File: src/rtl/adc_sampler.sv
// adc_sampler
//   Periodically triggers an external SPI ADC reader, collects 2^AVG_LOG2
//   12-bit samples, and publishes their average both as a raw code and as
//   millivolts against a 3.3 V reference. Missing slave-select edges,
//   triggers that arrive while a conversion is still in flight, and frames
//   with non-zero padding bits are recorded in sticky error flags.
//
// Ports
//   clk          in   system clock, rising edge
//   rst          in   asynchronous active-high reset
//   en           out  one-cycle start pulse to the SPI reader
//   ss_in        in   SPI reader slave-select, low while a transfer runs
//   data_rec     in   received frame: 4 zero MSBs + 12-bit ADC code
//   avg_code     out  averaged ADC code, held between valid pulses
//   mv           out  averaged voltage in millivolts, held between pulses
//   valid        out  one-cycle strobe when avg_code/mv update
//   err_timeout  out  sticky: an ss edge did not arrive within TIMEOUT clocks
//   err_overrun  out  sticky: a trigger arrived while not idle and was skipped
//   err_frame    out  sticky: a frame had non-zero bits [15:12]
//
// State | Meaning
// ------+-----------------------------------------------------------
// IDLE      | waiting for the next period tick
// TRIG      | en is high this cycle; reader is being started
// WAIT_LOW  | waiting for ss_in to fall (transfer started)
// WAIT_HIGH | waiting for ss_in to rise (transfer finished)
// CAPTURE   | add the received code to the accumulator
// OUTPUT    | publish the average, pulse valid, clear the accumulator
`timescale 1ns/1ps
module adc_sampler #(
  parameter int unsigned SAMPLE_PERIOD = 1000,
  parameter int unsigned AVG_LOG2      = 3,
  parameter int unsigned TIMEOUT       = 64
) (
  input  logic        clk,
  input  logic        rst,
  output logic        en,
  input  logic        ss_in,
  input  logic [15:0] data_rec,
  output logic [11:0] avg_code,
  output logic [11:0] mv,
  output logic        valid,
  output logic        err_timeout,
  output logic        err_overrun,
  output logic        err_frame
);

  localparam int unsigned ACC_W = 12 + AVG_LOG2;
  localparam int unsigned CNT_W = AVG_LOG2 + 1;
  localparam int unsigned PER_W = $clog2(SAMPLE_PERIOD);
  localparam int unsigned TO_W  = $clog2(TIMEOUT + 1);
  localparam logic [CNT_W-1:0] N_AVG   = CNT_W'(1 << AVG_LOG2);
  localparam logic [23:0]      VREF_MV = 24'd3300;

  typedef enum logic [2:0] {
    IDLE, TRIG, WAIT_LOW, WAIT_HIGH, CAPTURE, OUTPUT
  } state_t;

  state_t r_state, w_state_nxt;

  logic [PER_W-1:0] r_per_cnt;
  logic [TO_W-1:0]  r_to_cnt;
  logic             r_ss_q;
  logic [ACC_W-1:0] r_acc;
  logic [CNT_W-1:0] r_cnt;
  logic             r_en, r_valid;
  logic [11:0]      r_avg, r_mv;
  logic             r_err_to, r_err_ov, r_err_fr;

  logic             w_tick, w_to_hit, w_set_to, w_set_ov;
  logic [CNT_W-1:0] w_cnt_inc;
  logic [11:0]      w_avg, w_mv;

  assign w_tick    = (r_per_cnt == PER_W'(SAMPLE_PERIOD - 1));
  assign w_to_hit  = (r_to_cnt == TO_W'(TIMEOUT - 1));
  assign w_cnt_inc = r_cnt + CNT_W'(1);
  assign w_avg     = r_acc[AVG_LOG2 +: 12];
  // 12-bit code times 3300 always fits in 24 bits; keep the integer part of /4096.
  assign w_mv      = 12'(({12'd0, w_avg} * VREF_MV) >> 12);

  always_comb begin
    w_state_nxt = r_state;
    w_set_to    = 1'b0;
    w_set_ov    = w_tick && (r_state != IDLE);
    case (r_state)
      IDLE:      if (w_tick) w_state_nxt = TRIG;
      TRIG:      w_state_nxt = WAIT_LOW;
      WAIT_LOW: begin
        if (!ss_in) begin
          w_state_nxt = WAIT_HIGH;
        end else if (w_to_hit) begin
          w_state_nxt = IDLE;
          w_set_to    = 1'b1;
        end
      end
      WAIT_HIGH: begin
        if (ss_in && !r_ss_q) begin
          w_state_nxt = CAPTURE;
        end else if (w_to_hit) begin
          w_state_nxt = IDLE;
          w_set_to    = 1'b1;
        end
      end
      CAPTURE:   w_state_nxt = (w_cnt_inc == N_AVG) ? OUTPUT : IDLE;
      OUTPUT:    w_state_nxt = IDLE;
      default:   w_state_nxt = IDLE;
    endcase
  end

  always_ff @(posedge clk or posedge rst) begin
    if (rst) r_state <= IDLE;
    else     r_state <= w_state_nxt;
  end

  always_ff @(posedge clk or posedge rst) begin
    if (rst) begin
      r_per_cnt <= '0;
      r_to_cnt  <= '0;
      r_ss_q    <= 1'b1;
      r_en      <= 1'b0;
      r_err_to  <= 1'b0;
      r_err_ov  <= 1'b0;
    end else begin
      r_per_cnt <= w_tick ? '0 : r_per_cnt + PER_W'(1);
      // Cleared on every state change; saturates so a long IDLE cannot wrap it.
      if (w_state_nxt != r_state) r_to_cnt <= '0;
      else if (!w_to_hit)         r_to_cnt <= r_to_cnt + TO_W'(1);
      r_ss_q    <= ss_in;
      r_en      <= (r_state == IDLE) && w_tick;
      r_err_to  <= r_err_to | w_set_to;
      r_err_ov  <= r_err_ov | w_set_ov;
    end
  end

  always_ff @(posedge clk or posedge rst) begin
    if (rst) begin
      r_acc    <= '0;
      r_cnt    <= '0;
      r_avg    <= '0;
      r_mv     <= '0;
      r_valid  <= 1'b0;
      r_err_fr <= 1'b0;
    end else begin
      r_valid <= 1'b0;
      case (r_state)
        CAPTURE: begin
          r_acc <= r_acc + ACC_W'(data_rec[11:0]);
          r_cnt <= w_cnt_inc;
          if (data_rec[15:12] != 4'd0) r_err_fr <= 1'b1;
        end
        OUTPUT: begin
          r_avg   <= w_avg;
          r_mv    <= w_mv;
          r_valid <= 1'b1;
          r_acc   <= '0;
          r_cnt   <= '0;
        end
        default: ;
      endcase
    end
  end

  assign en          = r_en;
  assign valid       = r_valid;
  assign avg_code    = r_avg;
  assign mv          = r_mv;
  assign err_timeout = r_err_to;
  assign err_overrun = r_err_ov;
  assign err_frame   = r_err_fr;

endmodule

File: config.mk
export PLATFORM = sky130hd
export DESIGN_NAME = adc_sampler
export DESIGN_NICKNAME = d
export VERILOG_FILES = /design/src/rtl/adc_sampler.sv
export SDC_FILE = /design/constraint.sdc
export NUM_CORES = 1
export LEC_CHECK = 0
export CAP_MARGIN = 0
export CORE_UTILIZATION = 45
export CTS_CLUSTER_SIZE = 20
export DETAILED_ROUTE_END_ITERATION = 10
export PLACE_DENSITY = 0.66
export SYNTH_ARGS = -nofsm -noshare
export SYNTH_HDL_FRONTEND = slang
export SYNTH_SLANG_ARGS = --single-unit
File: constraint.sdc
create_clock -name clk -period 5.38 [get_ports clk]
set_input_delay 1.345 -clock clk [delete_from_list [all_inputs] [get_ports clk]]
set_output_delay 1.345 -clock clk [all_outputs]
set_load 0.02 [all_outputs]
**Run 1: cell area per tile**

Bar = 20 µm. 11 x 11 tiles, from black (low) to pale yellow (high), 0 to 100% covered.
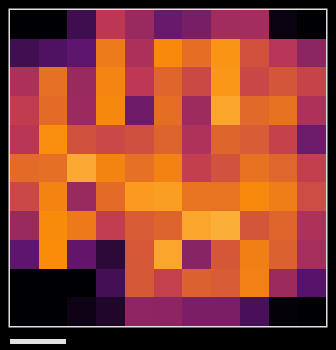
nearly empty tiles = 8.3%
tiles over 75% full = 8.3%
mean over tiles = 49%

**Run 1: supply network**

Bar = 20 µm. Pins as bars on the die edge.
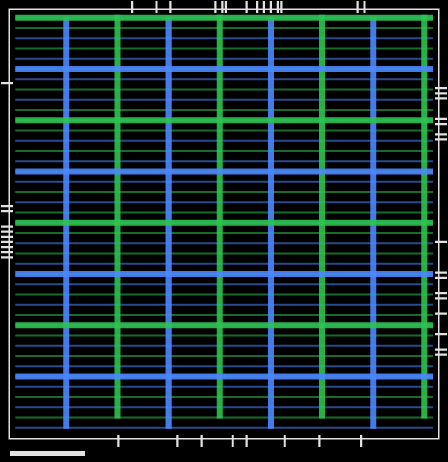
green -> VDD
blue -> VSS
signal pins = 48
met1 rails = 41

**Run 1: cell classes on the final placement**

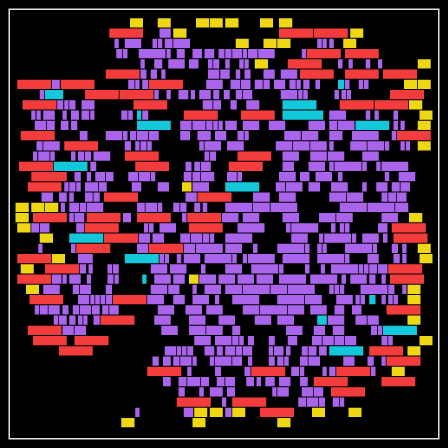
red -> flops  # cells 69, share of their area 27%
yellow -> other buffers and delay cells  # cells 49, share of their area 7.7%
cyan -> clock drivers and dummy loads  # cells 16, share of their area 4.6%
purple -> combinational and other logic  # cells 501, share of their area 60%

==> results.toml, run 1 <==
# flow metrics
[pwr]
seq_power_share = 0.447
seq_power_uw = 521
vdd.ir_drop.worst_v = 0.000214
power_leader = "the clock network"
power.combinational.fraction = 0.053
power.clock.fraction = 0.501
power_clock_uw = 583
power.density_cell_area_nw_per_um2 = 178
sw_frac_of_total = 0.212

[timing]
hold-worst-slack_ps = 459
hold_viol = 0
final_min_period_over_clock_period = 0.873
maxSlewHeadroom = 0.326
finalWorstSetupSlack_ps = 682
timing.final.crit_period_ps = 4700
timing_worst_slew_pin_value_ps = 1010

[die]
tap-cell-count = 168
design.portCount = 48
initial_utilization = 0.464
chipHeight_um = 114
chipArea_um2 = 12900
fp.coreArea_um2 = 12100

[final_layout]
lay_top_count = "sky130_fd_sc_hd__ha_1"
total_area_of_sequential_cells_um2 = 1730
layout-drive-gt1-share = 0.0409
fillers = 1110
multi_input_combinational_cell_area_um2 = 3630
seq_cells = 69
buffers = 49
largest_register_ffs = 15
non_clock_inverter_count = 51
area.share.sequential = 0.264
layout.cells.largest_class = "logic gates"
finish.cell_count_without_fillers = 803
lay_top_cells = "sky130_fd_sc_hd__ha_1 (87), sky130_fd_sc_hd__nand2_1 (76), sky130_fd_sc_hd__dfrtp_1 (68)"
final-nonclk-buf-share = 0.0743

[setup_path]
setup.reg_to_reg.worst_slack_ps = 680
critical_path_class = "reg2reg"
cp-start-kind = "register"
critical_path.max_fanout = 7
crit_family = "adder cells"
crit_cells = 16
worst_r2r_startpoint = "r_acc[4]"
reg2reg_to = "mv[10]"
crit_arrival_ps = 4910
cp_num_buf_inv = 2
critical_path.slowest_cell = "sky130_fd_sc_hd__fa_1"

[place]
place_inst = 787
place_congestion = 0.876
place_area_um2 = 6240

[drt]
drt.antenna.violating_nets = 0
wl_per_cell_um = 14.9
drc = 0
wirelength_met1_um = 5390

[clock_tree]
cts_setup_buffers = 0
clock_tree.root_cell = "sky130_fd_sc_hd__clkbuf_16"
tritoncts.num_buffers = 9
cts.sinks = 69
number_of_buffers_on_the_longest_clock_path = 2
cts.reportedPaths.clkPinSlew_ps = 50
cts_hold_buffers = 0

[run]
drv_cap = 0
tool_warnings = 30

[global_route]
met1_usage = 0.260
global_route_usage_over_all_layers = 0.203
grt_most_used_layer = "met2"
global_route_track_usage_on_met3 = 0.0489
first_global_vias = 4387
grt_max_degree = 49

[synth]
yosys_warnings = 0
post_synth_num_cell_types = 60
postSynthSeqShare = 0.308
synthFlopType = "sky130_fd_sc_hd__dfrtp_1"

[run_status]
status = "finished clean"

[min_path]
min_to = "err_overrun"
## run 1: synthesized netlist by cell type, drive strengths merged, types with 3 or more instances
cell / number
dfrtp: 68
o21a: 6
nor2b: 5
nand3b: 3
o211ai: 4
nor3: 9
and4: 3
nand3: 14
or3: 6
nor2: 31
nand4: 14
clkbuf: 12
nor4: 3
o41ai: 3
o311ai: 3
a211o: 3
xor2: 16
nand2b: 3
o31ai: 4
xnor2: 7
nand4b: 3
nand2: 77
inv: 51
ha: 87
or4: 3
o21bai: 3
fa: 29
a21o: 16
a211oi: 3
a31oi: 3
and3: 7
a21oi: 19
o21ai: 37
## run 1: cell families after synthesis
kind of cell,after synthesis,synth area share
simple gates,186,0.163
compound gates,125,0.151
fa+ha+maj,116,0.298
flops,69,0.308
buf+inv,65,0.0438
xor+xnor,23,0.0360
## Run 2: what changed since run 1
Settings changed: CELL_PAD_IN_SITES_DETAIL_PLACEMENT set to 1, CELL_PAD_IN_SITES_GLOBAL_PLACEMENT set to 2, CORE_UTILIZATION 45 to 34, PLACE_DENSITY 0.66 to 0.78, SLEW_MARGIN set to 20.
Clock period 5.38 ns to 3.85 ns, I/O delays scaled along.
**Run 2: cell classes on the final placement**

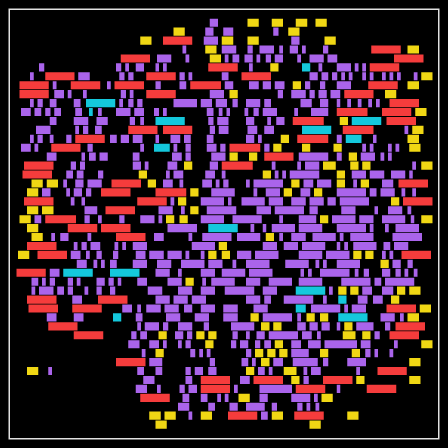
cyan -> clock drivers and dummy loads  # cells 16, share of their area 4.0%
yellow -> other buffers and delay cells  # cells 114, share of their area 14%
purple -> combinational and other logic  # cells 501, share of their area 58%
red -> flops  # cells 69, share of their area 24%

==> results.toml, run 2 <==
# flow metrics
[timing]
maxSlewHeadroom = 0.363
timing_worst_slew_pin_value_ps = 955
hold_viol = 0
final_min_period_over_clock_period = 1.09
setup_viol = 11
timing.final.crit_period_ps = 4200
finalWorstSetupSlack_ps = -346
hold-worst-slack_ps = 473

[drt]
drc = 0
routed-wl-met3_um = 359
drt.antenna.violating_nets = 0
wirelength_met1_um = 6780

[synth]
ys_sh_xor = 0.0360
post_synth_ao_oa_area_fraction = 0.151
postSynthSeqShare = 0.308
top_cells_by_count = "sky130_fd_sc_hd__ha_1 (87), sky130_fd_sc_hd__nand2_1 (76), sky130_fd_sc_hd__dfrtp_1 (68), sky130_fd_sc_hd__inv_1 (51), sky130_fd_sc_hd__o21ai_0 (37)"
yosys_warnings = 0
most_common_cell = "sky130_fd_sc_hd__ha_1"
post_synth_num_cell_types = 60
post_synthesis_mux_area_share = 0
synthFlopType = "sky130_fd_sc_hd__dfrtp_1"
post_synth_and_or_nand_nor_area_fraction = 0.163
post_synth_fa_ha_maj_area_fraction = 0.298

[die]
design.portCount = 48
chipArea_um2 = 17000
chipHeight_um = 130
placementRows = 46
tap-cell-count = 216

[clock_tree]
cts_setup_buffers = 1
cts_hold_buffers = 0
tritoncts.num_buffers = 9
number_of_buffers_on_the_longest_clock_path = 2
cts.reportedPaths.clkPinSlew_ps = 60

[pwr]
power.combinational.fraction = 0.055
power_clock_uw = 811
power_leader = "the clock network"
power.clock.fraction = 0.498
seq_power_share = 0.447
vdd.ir_drop.worst_v = 0.000244
switchingPower_uw = 387
seq_power_uw = 727
sw_frac_of_total = 0.238

[final_layout]
area.share.sequential = 0.232
final-nonclk-buf-share = 0.132
antenna_cells = 0
largest_register_ffs = 15
layout.cells.largest_class = "logic gates"
lay_top_count = "sky130_fd_sc_hd__nand2_1"
non_clock_inverter_count = 51
total_area_of_sequential_cells_um2 = 1740
seq_cells = 69
buffers = 114

[run_status]
status = "complete, but fails checks"
violations = "negative setup slack"

[setup_path]
setup.reg_to_reg.worst_slack_ps = -350
critical_path.max_fanout = 5
worst_path_largest_cell_delay_ps = 560
cp_num_buf_inv = 2
cp-start-kind = "register"
reg2reg_to = "mv[8]"
critical_path.slowest_cell = "sky130_fd_sc_hd__fa_1"
crit_arrival_ps = 4450
worst_r2r_startpoint = "r_acc[5]"
critical_path_class = "reg2reg"
crit_family = "adder cells"

[min_path]
min_to = "err_overrun"
hold_path_depth = 1

[global_route]
met1_usage = 0.240
grt_max_degree = 28
first_global_vias = 5190

[place]
place_congestion = 0.799
place_area_um2 = 6950
**Run 2: congestion heat map**

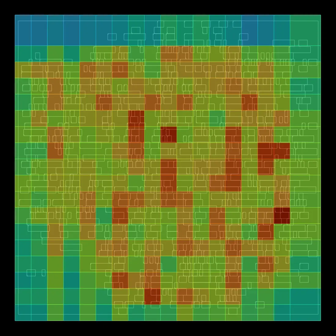
post-detailed-route wirelength per cell: 16.4 µm
final core utilization: 0.467
global-route usage over all layers: 0.192
M2 GR Usage: 0.340

[run 2: netlist changes by cell type in the layout (fill, tap and decap cells not counted), sizes merged]
cell,before,now
inv,51,52
clkinv,2,0
buf,2,67
bufinv,1,0
clkinvlp,1,3
[run 2: metrics by stage]
step | instances | setup TNS (ps) | setup WS, ps
2_1_floorplan | 584 | -509 | -111
3_3_place_gp | 896 | -2110 | -283
3_5_place_dp | 896 | -3050 | -360
4_1_cts | 912 | -2760 | -343
5_1_grt | 916 | -4320 | -485
6_report | 916 | -2610 | -346
[run 2: worst max-delay path by stage]
stage	to	slack, ps	cells past startpoint
final	mv[8]	-350	15
after global routing	mv[10]	-490	15
after CTS	mv[8]	-340	15
after detailed placement	mv[10]	-360	15
after global placement	mv[10]	-280	15
after floorplan	mv[5]	-110	14
